**Run 1: routing congestion**

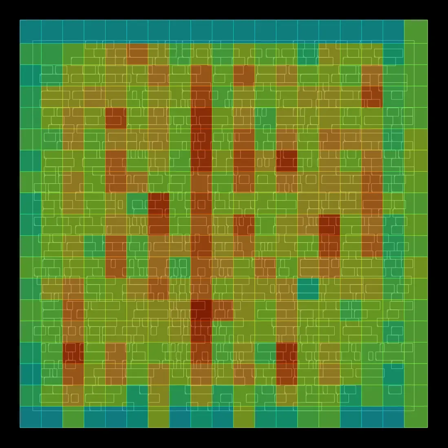
**Run 1: layout detail**

Region (51, 25) to (81, 55) um. Cells in grey, sequential cells in the stronger grey; small squares are vias.
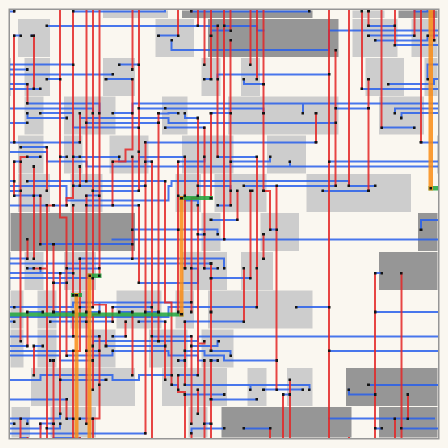
**Run 1: logic cells by family**

Scale: 4 px per um.
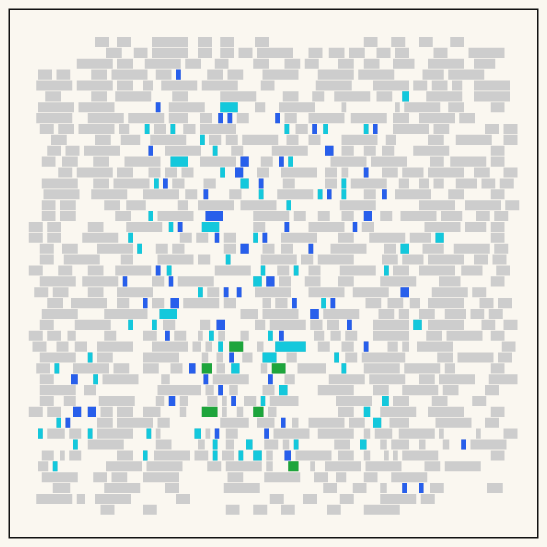
==> src/rtl/fabric_config_loader_if.sv <==
// Configuration word stream between a bitstream source and the fabric loader.
// The master drives words and valid; the loader answers with ready.
interface fabric_config_loader_if;
    logic [31:0] cfg_data;
    logic        cfg_valid;
    logic        cfg_ready;

    modport master (output cfg_data, output cfg_valid, input cfg_ready);
    modport slave  (input cfg_data, input cfg_valid, output cfg_ready);
endinterface

==> src/rtl/fabric_config_loader.sv <==
// Frame loader for the 8-cell LUT/switch-block fabric: assembles LUT and SB words,
// issues one-cycle write strobes, checks the XOR trailer, then enables the fabric.
module fabric_config_loader #(
    parameter int NUM_CELLS     = 8,
    parameter int LUTS_PER_CELL = 3,
    parameter int LUT_BITS      = 33,
    parameter int SB_BITS       = 16,
    localparam int CELL_W       = $clog2(NUM_CELLS)
) (
    input  logic                clock,
    input  logic                reset_n,
    input  logic                start,
    fabric_config_loader_if.slave cfg,
    output logic [LUT_BITS-1:0] lut_wdata,
    output logic [CELL_W-1:0]   lut_cell,
    output logic [1:0]          lut_idx,
    output logic                lut_we,
    output logic [SB_BITS-1:0]  sb_wdata,
    output logic [CELL_W-1:0]   sb_cell,
    output logic                sb_we,
    output logic                busy,
    output logic                done,
    output logic                error,
    output logic                fabric_en,
    output logic [6:0]          word_count
);
    localparam int FRAME_WORDS = NUM_CELLS * (2 * LUTS_PER_CELL + 1) + 1;

    typedef enum logic [2:0] {
        S_IDLE, S_LO, S_HI, S_SB, S_CHECK, S_DONE, S_ERR
    } state_t;

    state_t              state_reg;
    logic [CELL_W-1:0]   cell_reg;
    logic [1:0]          lut_reg;
    logic [31:0]         lo_word_reg;
    logic [31:0]         checksum_reg;
    logic [6:0]          word_count_reg;
    logic [LUT_BITS-1:0] lut_wdata_reg;
    logic [CELL_W-1:0]   lut_cell_reg;
    logic [1:0]          lut_idx_reg;
    logic                lut_we_reg;
    logic [SB_BITS-1:0]  sb_wdata_reg;
    logic [CELL_W-1:0]   sb_cell_reg;
    logic                sb_we_reg;
    logic                busy_reg;
    logic                done_reg;
    logic                error_reg;
    logic                fabric_en_reg;

    logic ready;
    logic hs;
    logic hi_reserved_set;
    logic sb_reserved_set;

    assign ready = (state_reg == S_LO) || (state_reg == S_HI) ||
                   (state_reg == S_SB) || (state_reg == S_CHECK);
    assign hs    = cfg.cfg_valid && ready;
    // Only bit 0 of a LUT high word and the low SB_BITS of an SB word are meaningful.
    assign hi_reserved_set = |cfg.cfg_data[31:LUT_BITS-32];
    assign sb_reserved_set = |cfg.cfg_data[31:SB_BITS];

    always_ff @(posedge clock or negedge reset_n) begin
        if (!reset_n) begin
            state_reg      <= S_IDLE;
            cell_reg       <= '0;
            lut_reg        <= '0;
            lo_word_reg    <= '0;
            checksum_reg   <= '0;
            word_count_reg <= '0;
            lut_wdata_reg  <= '0;
            lut_cell_reg   <= '0;
            lut_idx_reg    <= '0;
            lut_we_reg     <= 1'b0;
            sb_wdata_reg   <= '0;
            sb_cell_reg    <= '0;
            sb_we_reg      <= 1'b0;
            busy_reg       <= 1'b0;
            done_reg       <= 1'b0;
            error_reg      <= 1'b0;
            fabric_en_reg  <= 1'b0;
        end else begin
            lut_we_reg <= 1'b0;
            sb_we_reg  <= 1'b0;

            if (hs && word_count_reg != 7'(FRAME_WORDS))
                word_count_reg <= word_count_reg + 7'd1;
            // The trailer itself is excluded from the running checksum.
            if (hs && state_reg != S_CHECK)
                checksum_reg <= checksum_reg ^ cfg.cfg_data;

            case (state_reg)
                S_IDLE, S_DONE, S_ERR: begin
                    if (start) begin
                        state_reg      <= S_LO;
                        cell_reg       <= CELL_W'(NUM_CELLS - 1);
                        lut_reg        <= '0;
                        word_count_reg <= '0;
                        checksum_reg   <= '0;
                        busy_reg       <= 1'b1;
                        done_reg       <= 1'b0;
                        error_reg      <= 1'b0;
                        fabric_en_reg  <= 1'b0;
                    end
                end
                S_LO: begin
                    if (hs) begin
                        lo_word_reg <= cfg.cfg_data;
                        state_reg   <= S_HI;
                    end
                end
                S_HI: begin
                    if (hs) begin
                        if (hi_reserved_set) begin
                            state_reg <= S_ERR;
                            busy_reg  <= 1'b0;
                            error_reg <= 1'b1;
                        end else begin
                            lut_wdata_reg <= {cfg.cfg_data[0], lo_word_reg};
                            lut_cell_reg  <= cell_reg;
                            lut_idx_reg   <= lut_reg;
                            lut_we_reg    <= 1'b1;
                            if (lut_reg == 2'(LUTS_PER_CELL - 1)) begin
                                state_reg <= S_SB;
                            end else begin
                                lut_reg   <= lut_reg + 2'd1;
                                state_reg <= S_LO;
                            end
                        end
                    end
                end
                S_SB: begin
                    if (hs) begin
                        if (sb_reserved_set) begin
                            state_reg <= S_ERR;
                            busy_reg  <= 1'b0;
                            error_reg <= 1'b1;
                        end else begin
                            sb_wdata_reg <= cfg.cfg_data[SB_BITS-1:0];
                            sb_cell_reg  <= cell_reg;
                            sb_we_reg    <= 1'b1;
                            if (cell_reg == '0) begin
                                state_reg <= S_CHECK;
                            end else begin
                                cell_reg  <= cell_reg - 1'b1;
                                lut_reg   <= '0;
                                state_reg <= S_LO;
                            end
                        end
                    end
                end
                S_CHECK: begin
                    if (hs) begin
                        busy_reg <= 1'b0;
                        if (cfg.cfg_data == checksum_reg) begin
                            state_reg     <= S_DONE;
                            done_reg      <= 1'b1;
                            fabric_en_reg <= 1'b1;
                        end else begin
                            state_reg <= S_ERR;
                            error_reg <= 1'b1;
                        end
                    end
                end
                default: state_reg <= S_IDLE;
            endcase
        end
    end

    assign cfg.cfg_ready = ready;
    assign lut_wdata     = lut_wdata_reg;
    assign lut_cell      = lut_cell_reg;
    assign lut_idx       = lut_idx_reg;
    assign lut_we        = lut_we_reg;
    assign sb_wdata      = sb_wdata_reg;
    assign sb_cell       = sb_cell_reg;
    assign sb_we         = sb_we_reg;
    assign busy          = busy_reg;
    assign done          = done_reg;
    assign error         = error_reg;
    assign fabric_en     = fabric_en_reg;
    assign word_count    = word_count_reg;
endmodule

==> src/flat_wrapper.sv <==
// flat-port wrapper written by rule: the top's interface ports become plain ports
module fabric_config_loader_flat 
#(
    parameter int NUM_CELLS     = 8,
    parameter int LUTS_PER_CELL = 3,
    parameter int LUT_BITS      = 33,
    parameter int SB_BITS       = 16,
    localparam int CELL_W       = $clog2(NUM_CELLS)
)
  (clock, reset_n, start, lut_wdata, lut_cell, lut_idx, lut_we, sb_wdata, sb_cell, sb_we, busy, done, error, fabric_en, word_count, cfg_cfg_data, cfg_cfg_valid, cfg_cfg_ready);
  fabric_config_loader_if cfg_i ();
  input  logic clock;
  input  logic reset_n;
  input  logic start;
  output logic [LUT_BITS-1:0] lut_wdata;
  output logic [CELL_W-1:0] lut_cell;
  output logic [1:0] lut_idx;
  output logic lut_we;
  output logic [SB_BITS-1:0] sb_wdata;
  output logic [CELL_W-1:0] sb_cell;
  output logic sb_we;
  output logic busy;
  output logic done;
  output logic error;
  output logic fabric_en;
  output logic [6:0] word_count;
  input wire logic [$bits(cfg_i.cfg_data)-1:0] cfg_cfg_data;
  input wire logic [$bits(cfg_i.cfg_valid)-1:0] cfg_cfg_valid;
  output wire logic [$bits(cfg_i.cfg_ready)-1:0] cfg_cfg_ready;
  assign cfg_i.cfg_data = cfg_cfg_data;
  assign cfg_i.cfg_valid = cfg_cfg_valid;
  assign cfg_cfg_ready = cfg_i.cfg_ready;
  fabric_config_loader #(.NUM_CELLS(NUM_CELLS), .LUTS_PER_CELL(LUTS_PER_CELL), .LUT_BITS(LUT_BITS), .SB_BITS(SB_BITS)) u_core (.clock(clock), .reset_n(reset_n), .start(start), .cfg(cfg_i), .lut_wdata(lut_wdata), .lut_cell(lut_cell), .lut_idx(lut_idx), .lut_we(lut_we), .sb_wdata(sb_wdata), .sb_cell(sb_cell), .sb_we(sb_we), .busy(busy), .done(done), .error(error), .fabric_en(fabric_en), .word_count(word_count));
endmodule
==> config.mk <==
export PLATFORM = sky130hd
export DESIGN_NAME = fabric_config_loader_flat
export DESIGN_NICKNAME = d
export VERILOG_FILES = /design/src/rtl/fabric_config_loader_if.sv /design/src/rtl/fabric_config_loader.sv /design/src/flat_wrapper.sv
export SDC_FILE = /design/constraint.sdc
export NUM_CORES = 1
export LEC_CHECK = 0
export ABC_CLOCK_PERIOD_IN_PS = 3500
export CELL_PAD_IN_SITES_DETAIL_PLACEMENT = 1
export CELL_PAD_IN_SITES_GLOBAL_PLACEMENT = 1
export CORE_MARGIN = 4
export CORE_UTILIZATION = 42
export DETAILED_ROUTE_END_ITERATION = 6
export PLACE_DENSITY_LB_ADDON = 0.08
export SLEW_MARGIN = 25
export SYNTH_ARGS = -nofsm -noshare
export SYNTH_HDL_FRONTEND = slang
export SYNTH_SLANG_ARGS = --single-unit
==> constraint.sdc <==
create_clock -name clock -period 3.5 [get_ports clock]
set_input_delay 0.7 -clock clock [delete_from_list [all_inputs] [get_ports clock]]
set_output_delay 0.7 -clock clock [all_outputs]
set_load 0.02 [all_outputs]
==> Changelog: implementation, run 1 <==
## Flow update

* Num Clock Sinks at 141
* Dominant comb cell: multiplexers
* Post-Synthesis Cell Area at 6432 um^2
* Worst-path fanout max at 18
* Pleak at 3.802 nW
* Clock buffer depth at 2
* Critical-path top delay cell: dfrtp_1
* Simple-Gate Fraction of Synth Area at 10.66%
* Dpl hpwl at 11390 um
* Row cnt at 44
* Max Freq at 342.7 MHz
* Worst Hold Class: input pin to async pin
* Power consumption at 5.842 mW
* Syn avg cell area at 12.23 um^2
* Log Warnings at 27
* Area of placed instances at 7781 um^2
* Drt via density at 5.306
* First-pass GRT wire length at 27300 um
* Ys flop type: dfrtp_1
* CP max stage delay at 0.59 ns
* Min Tclk post-route at 2.918 ns
* Total CTS buffers at 17
* # port buffers at 106
* Crit start category: flip-flop
* Top cells by area: dfrtp_1 55%, mux2_2 9.3%, xor2_1 4.9%
* Count of different cell masters after synthesis at 45
* Die W at 131.8 um
* Core area at 14750 um^2
* Postcts setup bufs at 0
* Status: finished clean
* Clk Latency, worst-skew pair at 0.42 ns
* CTS clk-pin slew, worst paths at 0.06 ns
* Ys cells at 526
* Inst Count DP at 811
* Ports at 107
* Met3 Use GR at 5.191%
* Share of layout cells above drive strength 1 at 19.73%
* Layout area overhead at 30.62%
* Xor+xnor area frac at 9.531%
* WS Path Type: flip-flop to output pin
* Via count at 4473
* Final Setup Violations at 0
* Chip area at 17360 um^2
* Synth Register Bits at 141
Back to the opening pictures, 'routing congestion':
met1 GRT Util: 25.85%
Total GRT Usage: 19.71%
GR peak layer: met2

Back to the opening pictures, 'layout detail':
Blue is metal 1. Orange is metal 4. Red is metal 2. Green is metal 3.
Netlist names of flops here include u_core.state_reg (2). 50 logic cells have their middle in the window. Most frequent: nand2_1 (8). Sequential cells in the window: 4.

Back to the opening pictures, 'logic cells by family':
Cyan is NOR gates, cells 70, most used nor2_1. Blue is NAND gates, cells 62, most used nand2_1. Green is AND-OR and OR-AND gates, cells 6, most used o21a_1, where bottom middle.
commonest non-fill, non-tap cell in the layout: dfrtp_1
fin cells: 843
combinational share of cell area: 32.51%

[run 1: metrics by stage]
| stage | utilization, % | setup slack (ns) | hold WS, ns |
|---|---|---|---|
| CTS | 56.95 | 0.5652 | 0.2083 |
| finish | 56.95 | 0.5819 | 0.1998 |
| detailed placement | 52.74 | 0.2573 | 0.4718 |
| floorplan | - | 1.213 | 0.4044 |
| global route | 56.95 | 0.4215 | 0.2265 |
| global placement | 52.74 | 0.3688 | 0.4679 |
[run 1: metal layers]
layer	wire length (um)	vias to the layer above
met3	664	26
met1	7648	2314
met4	273	0
met2	7808	96
met5	0	-
li1	-	2037
[run 1: critical path: cells and delay by family (launching register included)]
| kind | cells | cell delay (ns) |
|---|---|---|
| DFF | 1 | 0.59 |
| and+or+nand+nor | 2 | 0.65 |
| buffers and inverters | 1 | 0.56 |
[run 1: kinds of logic after synthesis]
logic type,Yosys count
AOI/OAI and AO/OA,39
muxes,91
buffers and inverters,36
and+or+nand+nor,143
DFF,141
xor gates and xnor gates,70
adders and majority gates,6
[run 1: report_power, final]
part | switching [mW] | internal, mW
clock | 0.694 | 1.20
combinational | 0.846 | 0.757
sequential | 0.338 | 2.01
[run 1: worst paths after layout]
kind / slack, ns / end / startpoint / cells after the start
worst max-delay path: 0.58 / cfg_cfg_ready / u_core.state_reg[2] / 3
worst min-delay path: 0.20 / u_core.sb_we / reset_n / 1
worst max register to register: 0.91 / u_core.lut_cell[1] / u_core.state_reg[1] / 5
worst min register to register: 0.48 / u_core.sb_cell[2] / u_core.sb_cell[2] / 2
max in group asynchronous: 2.48 / u_core.lut_reg[1] / reset_n / 2
min in group clock: 0.48 / u_core.sb_cell[2] / u_core.sb_cell[2] / 2
[run 1: cell usage in the layout, fill, tap and decap left out, types with 4 or more instances in the layout]
cell             instances
dfrtp_1                141
clkdlybuf4s50_1        105
mux2_2                  53
nor2_1                  49
nand2_1                 45
xor2_1                  36
xnor2_1                 34
mux2_1                  22
clkbuf_16               17
buf_4                   17
mux2_4                  13
nand4_1                 11
a21oi_1                 11
inv_1                   10
o21ai_0                  8
nor4_1                   6
nor3_1                   6
ha_1                     5
and3_1                   4
or3_1                    4
nand3_1                  4
a31oi_1                  4
nor4_2                   4
clkbuf_8                 4
[run 1: cell type report]
type                            count  area (um^2)
Fill cell                        1533         6352
Inverter                           11        41.29
Tap cell                          184        230.2
Multi-Input combinational cell    349         2731
Timing Repair Buffer              126         1250
Clock buffer                       23        488.0
Clock inverter                      9        132.6
Sequential cell                   141         3528
==> run 2: changes to the inputs <==
--- a/config.mk
+++ b/config.mk
@@ -5,7 +5,7 @@
 export SDC_FILE = /design/constraint.sdc
 export NUM_CORES = 1
 export LEC_CHECK = 0
-export ABC_CLOCK_PERIOD_IN_PS = 3500
+export ABC_CLOCK_PERIOD_IN_PS = 3000
 export CELL_PAD_IN_SITES_DETAIL_PLACEMENT = 1
 export CELL_PAD_IN_SITES_GLOBAL_PLACEMENT = 1
 export CORE_MARGIN = 4
==> constraint.sdc (replaced) <==
create_clock -name clock -period 3 [get_ports clock]
set_input_delay 0.6 -clock clock [delete_from_list [all_inputs] [get_ports clock]]
set_output_delay 0.6 -clock clock [all_outputs]
set_load 0.02 [all_outputs]
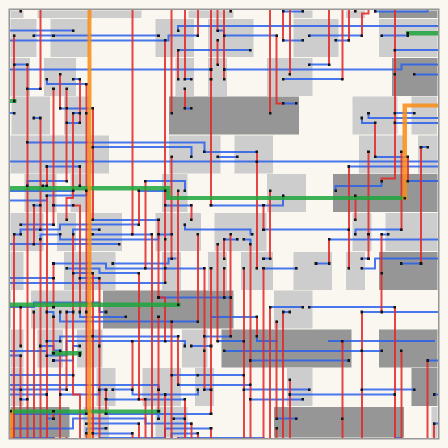
**Above:** run 2 (layout detail).
Region (51, 25) to (81, 55) um. Cells in grey, sequential cells in the stronger grey; small squares are vias.
Red is metal 2. Orange is metal 4. Blue is metal 1. Green is metal 3.
Netlist names of flops here include u_core.checksum_reg (2), u_core.state_reg (2). 49 logic cells have their middle in the window. Sequential cells in the window: 5. Most frequent: buf_4 (6), nand2_1 (5), dfrtp_1 (5).

==> Changelog: implementation, run 2 <==
## Flow update

* Count of different cell masters after synthesis at 45 (unchanged)
* CTS clk-pin slew, worst paths at 0.06 ns (about the same)
* # port buffers at 106 (unchanged)
* Commonest non-fill, non-tap cell in the layout: dfrtp_1
* R2R Setup Slk at 0.41 ns (-0.50 ns)
* Log Warnings at 27 (unchanged)
* Dpl hpwl at 11700 um (+2.7%)
* Ys cells at 526 (unchanged)
* Total CTS buffers at 17 (unchanged)
* Min Tclk post-route at 2.810 ns
* Crit start category: flip-flop
* Area of placed instances at 7896 um^2 (+1.5%)
* Ys flop type: dfrtp_1
* Die W at 131.8 um (unchanged)
* Status: finished clean
* CP max stage delay at 0.62 ns (+0.03 ns)
* Chip area at 17360 um^2 (unchanged)
* Critical-path top delay cell: dfrtp_1
* Pre-CTS setup slack at -0.07421 ns (-0.3315 ns)
* WP buf/inv at 1 (unchanged)
* FF-to-FF End: u_core.lut_wdata[16]
* Num Clock Sinks at 141 (unchanged)
* Power consumption at 7.089 mW (+21%)
* Ports at 107 (unchanged)
* FF-to-FF path depth at 5 (unchanged)
* Fillers at 1504 (-1.9%)
* Row cnt at 44 (unchanged)
* First-pass GRT wire length at 28320 um (+3.8%)
* Syn avg cell area at 12.23 um^2 (unchanged)
* Max Freq at 355.8 MHz
* Share of layout cells above drive strength 1 at 21.78% (+2.1 points)
* Pleak at 3.918 nW (+3.0%)
* WS Path Type: flip-flop to output pin
* Drt via density at 5.317 (+0.20%)
* Post-Synthesis Cell Area at 6432 um^2 (unchanged)
* Worst-path fanout max at 20 (+2)
* Top cells by area: dfrtp_1 55%, mux2_2 9.3%, xor2_1 4.9%
* Post-CTS Resized at 0
* RR Startpoint: u_core.state_reg[1]
* Top cells excl fill/tap: 141 x dfrtp_1, 105 x clkdlybuf4s50_1, 53 x mux2_2
* Via count at 4567 (+2.1%)
* Chip area in the Yosys report at 6432 um^2
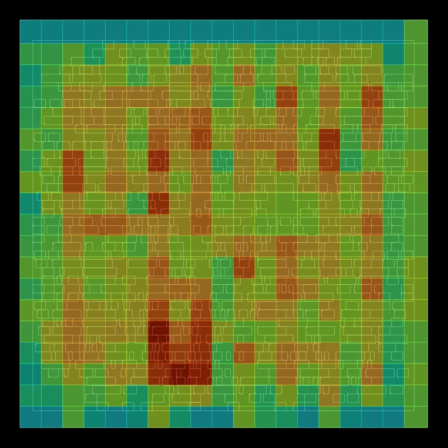
**Above:** run 2 (routing congestion).
met1 GRT Util: 26.32%
met3 Use GR: 5.420%
Total GRT Usage: 20.31%

## run 2: cell counts after synthesis
No cell type changed its count.
## run 2: cells by family after synthesis
family | after synthesis | synth area share [%]
compound gates | 39 | 4.104
buf+inv | 36 | 2.937
xor+xnor | 70 | 9.531
flops | 141 | 54.85
simple gates | 143 | 10.66
fa+ha+maj | 6 | 1.284
mux | 91 | 16.63
## run 2: worst max path at each step
stage,startpoint,cells past startpoint,endpoint,slack [ns]
after floorplan,cfg_cfg_data[21],6,u_core.lut_wdata[10],0.81
after global placement,cfg_cfg_data[1],7,u_core.lut_wdata[29],0.03
after detailed placement,cfg_cfg_data[1],7,u_core.lut_wdata[30],-0.07
after CTS,u_core.state_reg[1],3,cfg_cfg_ready,0.18
after global routing,u_core.state_reg[1],3,cfg_cfg_ready,0.02
final,u_core.state_reg[1],3,cfg_cfg_ready,0.19
## run 2: metal layers
metal | vias to the layer above | GRT usage, % | share of wire (%)
met4 | 0 | 7.410 | 1.9
met3 | 26 | 5.420 | 4.7
li1 | 2076 | - | -
met5 | - | 0 | 0
met2 | 123 | 32.95 | 48
met1 | 2342 | 26.32 | 45
## run 2: metrics by stage
step | std cells | utilization [%] | hold slack (ns)
6_report | 859 | 58.16 | 0.09296
5_1_grt | 859 | 58.16 | 0.1169
4_1_cts | 859 | 58.16 | 0.09935
3_5_place_dp | 828 | 53.52 | 0.4796
3_3_place_gp | 828 | 53.52 | 0.4661
2_1_floorplan | 526 | - | 0.3044
## run 2: cell type report
class	instances	area [um^2]	share of cell area [%]
inverter	11	41.29	0.4812
clock inverter	12	241.5	2.814
sequential	141	3528	41.12
clock buffer	19	442.9	5.162
tap	184	230.2	2.683
timing repair buffer	143	1365	15.91
multi-input combinational	349	2731	31.83
## run 2: where the power goes
group	leakage (nW)	internal, mW	total [mW]	switching [mW]
clock network	0.333	1.66	2.46	0.800
registers	1.85	2.34	2.74	0.394
logic	1.74	0.889	1.90	1.01
total	3.92	4.89	7.09	2.20
Power figures rest on the tool's default switching activity, not on a simulated workload.
